==> src/rtl/vec_alu_pkg.sv <==
// Shared types and constants for the vector ALU issue logic.
package vec_alu_pkg;

  localparam int DEF_N     = 8;
  localparam int DEF_LANES = 4;

  typedef enum logic [1:0] {
    IDLE = 2'd0,
    RUN  = 2'd1,
    DONE = 2'd2
  } state_t;

  // Low bit position of a lane inside a packed vector.
  function automatic int lane_lo(input int lane, input int width);
    return lane * width;
  endfunction

endpackage

==> src/rtl/vec_mul_sequencer_mult.sv <==
// Combinational n-bit signed multiplier: wrapped product plus signed-overflow flag.
module vec_mul_sequencer_mult #(
  parameter int n = 8
) (
  input  logic [n-1:0] i_a,
  input  logic [n-1:0] i_b,
  output logic [n-1:0] o_p,
  output logic         o_ovf,
  output logic         o_carry
);

  logic signed [2*n-1:0] w_a_ext;
  logic signed [2*n-1:0] w_b_ext;
  logic signed [2*n-1:0] w_full;

  assign w_a_ext = {{n{i_a[n-1]}}, i_a};
  assign w_b_ext = {{n{i_b[n-1]}}, i_b};
  assign w_full  = w_a_ext * w_b_ext;

  assign o_p     = w_full[n-1:0];
  // Representable only when the top n+1 bits are a pure sign extension.
  assign o_ovf   = (w_full[2*n-1:n-1] != {(n+1){1'b0}}) &&
                   (w_full[2*n-1:n-1] != {(n+1){1'b1}});
  assign o_carry = 1'b0;

endmodule

==> src/rtl/vec_mul_sequencer.sv <==
// Streams one lane per cycle of a vector operand pair through a single shared
// signed multiplier and presents the collected result with a valid/ready handshake.
module vec_mul_sequencer
  import vec_alu_pkg::*;
#(
  parameter int N     = DEF_N,
  parameter int LANES = DEF_LANES
) (
  input  logic               clk,
  input  logic               rst,
  input  logic               in_valid,
  output logic               in_ready,
  input  logic [LANES*N-1:0] vec_a,
  input  logic [LANES*N-1:0] vec_b,
  output logic               out_valid,
  input  logic               out_ready,
  output logic [LANES*N-1:0] vec_out,
  output logic [LANES-1:0]   ovf_mask,
  output logic               ovf_any,
  output logic               carry,
  output logic               busy
);

  localparam int               IDX_W    = (LANES > 1) ? $clog2(LANES) : 1;
  localparam logic [IDX_W-1:0] LAST_IDX = IDX_W'(LANES - 1);

  state_t             r_state;
  state_t             w_state_next;
  logic [IDX_W-1:0]   r_idx;
  logic [LANES*N-1:0] r_op_a;
  logic [LANES*N-1:0] r_op_b;
  logic [LANES*N-1:0] r_vec_out;
  logic [LANES-1:0]   r_ovf_mask;
  logic [LANES-1:0]   w_lane_sel;
  logic [N-1:0]       w_mul_a;
  logic [N-1:0]       w_mul_b;
  logic [N-1:0]       w_mul_p;
  logic               w_mul_ovf;
  logic               w_mul_carry_unused;

  generate
    for (genvar gi = 0; gi < LANES; gi++) begin : g_lane_sel
      assign w_lane_sel[gi] = (r_idx == IDX_W'(gi));
    end
  endgenerate

  always_comb begin
    w_mul_a = r_op_a[N-1:0];
    w_mul_b = r_op_b[N-1:0];
    for (int i = 1; i < LANES; i++) begin
      if (w_lane_sel[i]) begin
        w_mul_a = r_op_a[lane_lo(i, N) +: N];
        w_mul_b = r_op_b[lane_lo(i, N) +: N];
      end
    end
  end

  vec_mul_sequencer_mult #(
    .n (N)
  ) u_mult (
    .i_a     (w_mul_a),
    .i_b     (w_mul_b),
    .o_p     (w_mul_p),
    .o_ovf   (w_mul_ovf),
    .o_carry (w_mul_carry_unused)
  );

  always_comb begin
    w_state_next = r_state;
    case (r_state)
      IDLE:    if (in_valid) w_state_next = RUN;
      RUN:     if (r_idx == LAST_IDX) w_state_next = DONE;
      DONE:    if (out_ready) w_state_next = IDLE;
      default: w_state_next = IDLE;
    endcase
  end

  always_ff @(posedge clk) begin
    if (rst) begin
      r_state    <= IDLE;
      r_idx      <= '0;
      r_op_a     <= '0;
      r_op_b     <= '0;
      r_vec_out  <= '0;
      r_ovf_mask <= '0;
    end else begin
      r_state <= w_state_next;
      case (r_state)
        IDLE: begin
          if (in_valid) begin
            r_op_a     <= vec_a;
            r_op_b     <= vec_b;
            r_vec_out  <= '0;
            r_ovf_mask <= '0;
            r_idx      <= '0;
          end
        end
        RUN: begin
          for (int i = 0; i < LANES; i++) begin
            if (w_lane_sel[i]) begin
              r_vec_out[lane_lo(i, N) +: N] <= w_mul_p;
              r_ovf_mask[i]                 <= w_mul_ovf;
            end
          end
          r_idx <= (r_idx == LAST_IDX) ? '0 : r_idx + 1'b1;
        end
        default: ;
      endcase
    end
  end

  // All handshake outputs come straight from registered state.
  assign in_ready  = (r_state == IDLE);
  assign busy      = (r_state != IDLE);
  assign out_valid = (r_state == DONE);
  assign vec_out   = r_vec_out;
  assign ovf_mask  = r_ovf_mask;
  assign ovf_any   = |r_ovf_mask;
  assign carry     = 1'b0;

endmodule

==> config.mk <==
export PLATFORM = sky130hd
export DESIGN_NAME = vec_mul_sequencer
export DESIGN_NICKNAME = d
export VERILOG_FILES = /design/src/rtl/vec_alu_pkg.sv /design/src/rtl/vec_mul_sequencer_mult.sv /design/src/rtl/vec_mul_sequencer.sv
export SDC_FILE = /design/constraint.sdc
export NUM_CORES = 1
export LEC_CHECK = 0
export CAP_MARGIN = 5
export CORE_UTILIZATION = 55
export CTS_CLUSTER_DIAMETER = 50
export DETAILED_ROUTE_END_ITERATION = 16
export GPL_ROUTABILITY_DRIVEN = 0
export HOLD_SLACK_MARGIN = 0.05
export PLACE_DENSITY = 0.92
export SLEW_MARGIN = 10
export SYNTH_ARGS = -nofsm -noshare
export SYNTH_HDL_FRONTEND = slang
export SYNTH_SLANG_ARGS = --single-unit
==> constraint.sdc <==
create_clock -name clk -period 7.89 [get_ports clk]
set_clock_uncertainty 0.1 [all_clocks]
set_input_delay 2.367 -clock clk [delete_from_list [all_inputs] [get_ports clk]]
set_output_delay 2.367 -clock clk [all_outputs]
set_load 0.03 [all_outputs]
### Wires at chosen ports, followed through buffers, run 1

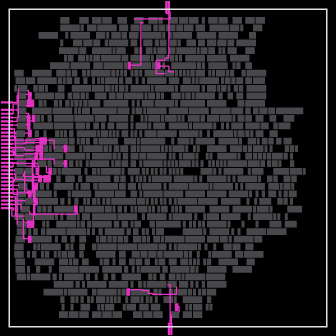
Key: vec_b = magenta [bits 32, direction input, end cells 32, buffers 32, wire 488 µm]
Port Buf Inserts: 107
io pins: 109

### Metal 3, run 1

Scale bar: 20 µm.
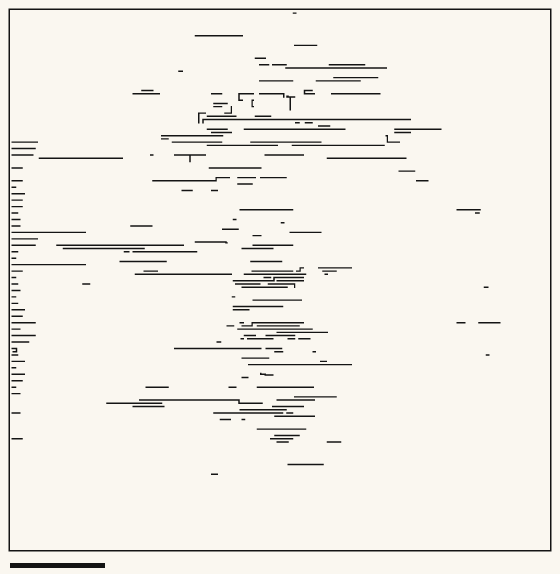
142 nets have wire on it. The longest straight run is 43.7 µm.

### Gate-type map, run 1

Scale bar: 20 µm.
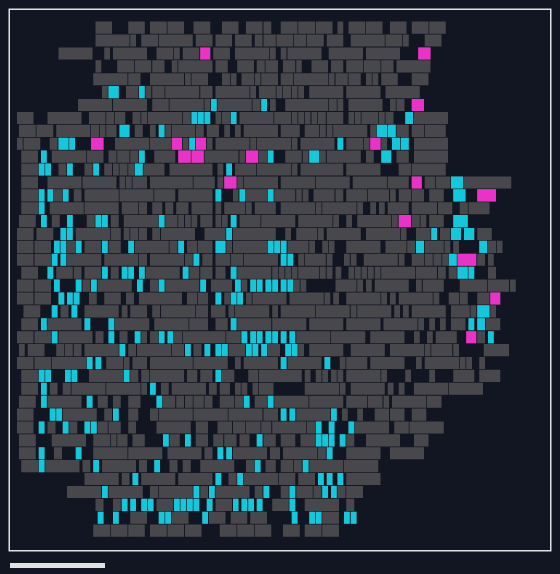
Key: and/or cells = magenta [cells 17]; nand cells = cyan [cells 214]
most common logic cell in the routed design: nand2_1
combinational share of cell area: 51.9%

-- run 1: kinds of logic after synthesis --
| logic type | share of synthesized area (%) |
|---|---|
| buf+inv | 7.16 |
| fa+ha+maj | 22.0 |
| xor+xnor | 1.65 |
| mux | 1.45 |
| compound gates | 15.7 |
| other cells | 0.0545 |
| flops | 30.2 |
| simple gates | 21.7 |
-- run 1: synthesized netlist by cell type (2+ instances only) --
cell type / instances / area, µm²
o21bai_1: 2 / 15.0
nor3_1: 7 / 35.0
nor2_1: 87 / 327
and2_1: 3 / 18.8
nand3b_1: 3 / 22.5
a21oi_1: 93 / 465
nand3_1: 9 / 45.0
buf_4: 2 / 15.0
o21ai_0: 2 / 10.0
o211ai_1: 2 / 15.0
a211oi_1: 10 / 75.1
a22oi_1: 16 / 120
dfxtp_1: 104 / 2080
ha_1: 33 / 413
inv_1: 79 / 297
and2_0: 2 / 12.5
nor2b_1: 23 / 144
or4_1: 5 / 37.5
and2b_1: 2 / 15.0
mux2i_1: 10 / 100
xor2_1: 3 / 26.3
xnor2_1: 10 / 87.6
clkbuf_1: 30 / 113
fa_1: 55 / 1100
o31ai_1: 14 / 105
nand2_1: 192 / 721
a31oi_1: 3 / 18.8
nand2b_1: 8 / 50.1
buf_2: 10 / 50.1
buf_1: 4 / 15.0
o31a_1: 10 / 87.6
o21ai_1: 5 / 25.0
-- run 1: power breakdown --
group	switching (W)	internal (W)	total [W]
clock	0.000213	0.000232	0.000445
combinational	0.000217	0.000146	0.000363
sequential	0.0000131	0.000547	0.000561
total	0.000444	0.000925	0.00137
-- run 1: per-layer routing --
metal | wire [µm] | GRT usage (%) | vias up
met4 | 451 | 10.1 | 0
met3 | 1060 | 2.98 | 49
met1 | 7580 | 37.7 | 2967
met5 | 0 | 0 | -
li1 | - | - | 2943
met2 | 8770 | 48.8 | 294
==> results.sh, run 1 <==
# implementation run metrics
export IMPL_nFillCells=914
export IMPL_syn_avg_cell_area_um2=8.02
export IMPL_first_pass_iters=5
export IMPL_fin_hold_ws_ns=0.353
export IMPL_coreArea_um2=12100
export IMPL_antenna_left=0
export IMPL_h_tree_depth=3
export IMPL_remaining_drc_errors=0
export IMPL_cts_tree="done"
export IMPL_fin_cells=1109
export IMPL_cp_slowest_stage_delay_ns=0.94
export IMPL_grt_overflow=0
export IMPL_setup_violations=0
export IMPL_timing_final_crit_share_pct=90.8
export IMPL_path_cells="ha_1 > a211oi_1 > o31ai_1 > nand2_1 > fa_1 > inv_1 > fa_1 > inv_1 > fa_1 > fa_1 > inv_1 > ha_1 > nand2_1 > nor2_1 > a2111oi_2 > o311ai_2 > nor4_2 > o31ai_1"
export IMPL_die_h_um=114
export IMPL_flops=104
export IMPL_rows=40
export IMPL_drt_iter0_markers=663
export IMPL_syn_inst=859
export IMPL_outcome="completed"
export IMPL_end_kind="flop"
export IMPL_grt_first_pass_wirelength_um=29400
export IMPL_antenna_found_initial=0
export IMPL_post_cts_resized=0
export IMPL_numSynthFlops=104
export IMPL_p_per_area_nw_per_um2=165
export IMPL_reg2reg_to="ovf_mask[3]"
export IMPL_hold_violations=0
export IMPL_hp_start="r_op_a[3]"
export IMPL_crit_top_cell="fa_1"
==> run 2: changes to the inputs <==
--- a/config.mk
+++ b/config.mk
@@ -5,13 +5,14 @@
 export SDC_FILE = /design/constraint.sdc
 export NUM_CORES = 1
 export LEC_CHECK = 0
+export ABC_AREA = 1
 export CAP_MARGIN = 5
 export CORE_UTILIZATION = 55
 export CTS_CLUSTER_DIAMETER = 50
 export DETAILED_ROUTE_END_ITERATION = 16
 export GPL_ROUTABILITY_DRIVEN = 0
 export HOLD_SLACK_MARGIN = 0.05
-export PLACE_DENSITY = 0.92
+export PLACE_DENSITY = 0.91
 export SLEW_MARGIN = 10
 export SYNTH_ARGS = -nofsm -noshare
 export SYNTH_HDL_FRONTEND = slang
==> results.sh, run 2 <==
# implementation run metrics
export IMPL_syn_inst=1013
export IMPL_numSynthFlops=104
export IMPL_wl_met2_um=8900
export IMPL_first_pass_iters=8
export IMPL_rows=41
export IMPL_yosys_area_top_type="dfxtp_1"
export IMPL_grtUsageMet2_pct=51.0
export IMPL_hold_violations=0
export IMPL_syn_avg_cell_area_um2=7.01
export IMPL_use_met1_pct=33.9
export IMPL_remaining_drc_errors=0
export IMPL_synthTopCellsByCount="nand2_1 (254), nor2_1 (158), inv_1 (154)"
export IMPL_setup_violations=0
export IMPL_end_kind="flop"
export IMPL_wl_met3_um=1210
export IMPL_top_layer="met4"
export IMPL_outcome="completed"
export IMPL_fin_hold_ws_ns=0.359
export IMPL_synth_most_common_cell="nand2_1"
export IMPL_cts_tree="done"
export IMPL_grt_first_pass_wirelength_um=29500
export IMPL_met3_usage_pct=5.02
export IMPL_h_tree_depth=3
export IMPL_top_cell_area_share_pct=29.3
-- run 2: logic make-up (layout without fill, tap and decap cells) --
group | count (synthesis) | count (layout) | synth area share [%]
adder cells (fa/ha/maj) | 88 | 88 | 21.3
buffers and inverters | 201 | 288 | 11.1
flip-flops | 104 | 104 | 29.3
AND/OR/NAND/NOR | 461 | 461 | 26.1
AND-OR/OR-AND | 158 | 158 | 12.1
other | 1 | 1 | 0.0528
-- run 2: worst max-delay path, cell delays in order, from the launching register on --
cell and delay, ns:
dfxtp_1 0.41, ha_1 0.58, inv_2 0.31, a21oi_1 0.58, nand2_1 0.24, fa_1 0.72, inv_1 0.15, fa_1 0.57
inv_1 0.07, fa_1 0.49, fa_1 0.55, inv_1 0.04, ha_1 0.35, nand2_1 0.09, nor2_1 0.13, nand3_1 0.11
nand3_1 0.10, nand2_1 0.05, nand2_1 0.07, inv_1 0.05, nor2_2 0.11, nand3_2 0.07, nand3_2 0.13, a21oi_1 0.09
-- run 2: cell type report --
type / instances / area [µm²]
inverters: 163 / 614
clock buffers: 11 / 243
clock inverters: 4 / 30.0
well taps: 172 / 215
repair buffers: 110 / 1090
multi-input cells: 708 / 4230
flip-flops and latches: 104 / 2080
fillers: 1040 / 4120
-- run 2: power by group --
part | total (W) | internal (W) | switching [W]
Combinational | 0.000764 | 0.000284 | 0.000480
Sequential | 0.000587 | 0.000563 | 0.0000237
Clock | 0.000414 | 0.000222 | 0.000192
-- run 2: path summary, 6_finish.rpt --
check                      to  slack, ns  cells past startpoint   startpoint
setup / recovery  ovf_mask[2]       1.58                     23     r_idx[0]
hold / removal    vec_out[19]       0.36                      2  vec_out[19]
hold reg to reg   vec_out[19]       0.36                      2  vec_out[19]
setup reg to reg  ovf_mask[2]       1.58                     23     r_idx[0]
### Placement view, run 2

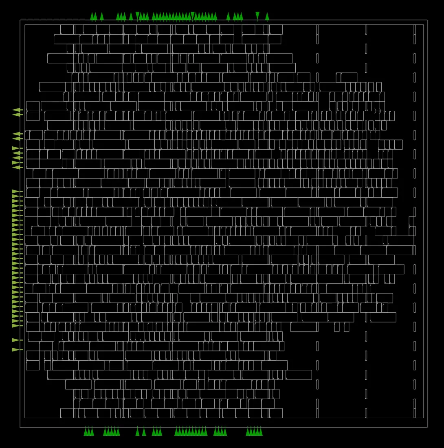
fin cells: 1272
tap cell count: 172

### Wires at chosen ports, followed through buffers, run 2

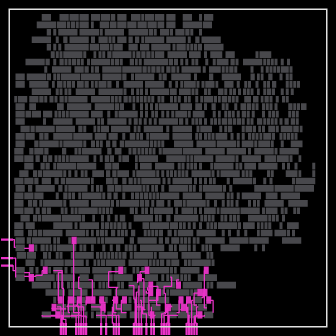
Key: vec_b = magenta [bits 32, direction input, end cells 32, buffers 32, wire 528 µm]

### Gate-type map, run 2

Scale bar: 20 µm.
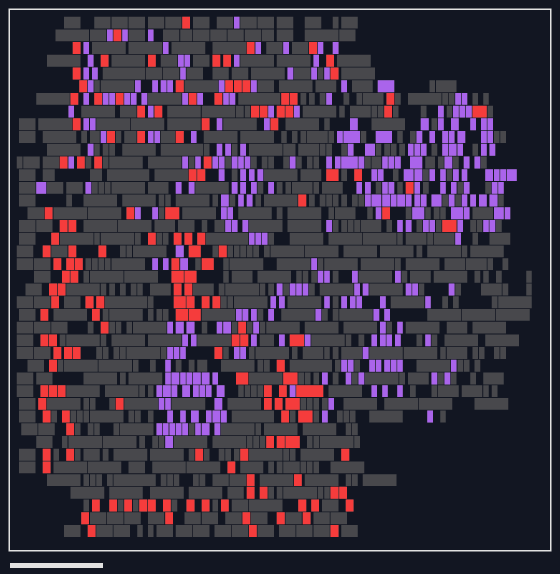
Key: aoi and oai cells = red [cells 157]; nand cells = purple [cells 297]
combinational share of cell area: 49.7%

Power and IR drop assume default switching activity.
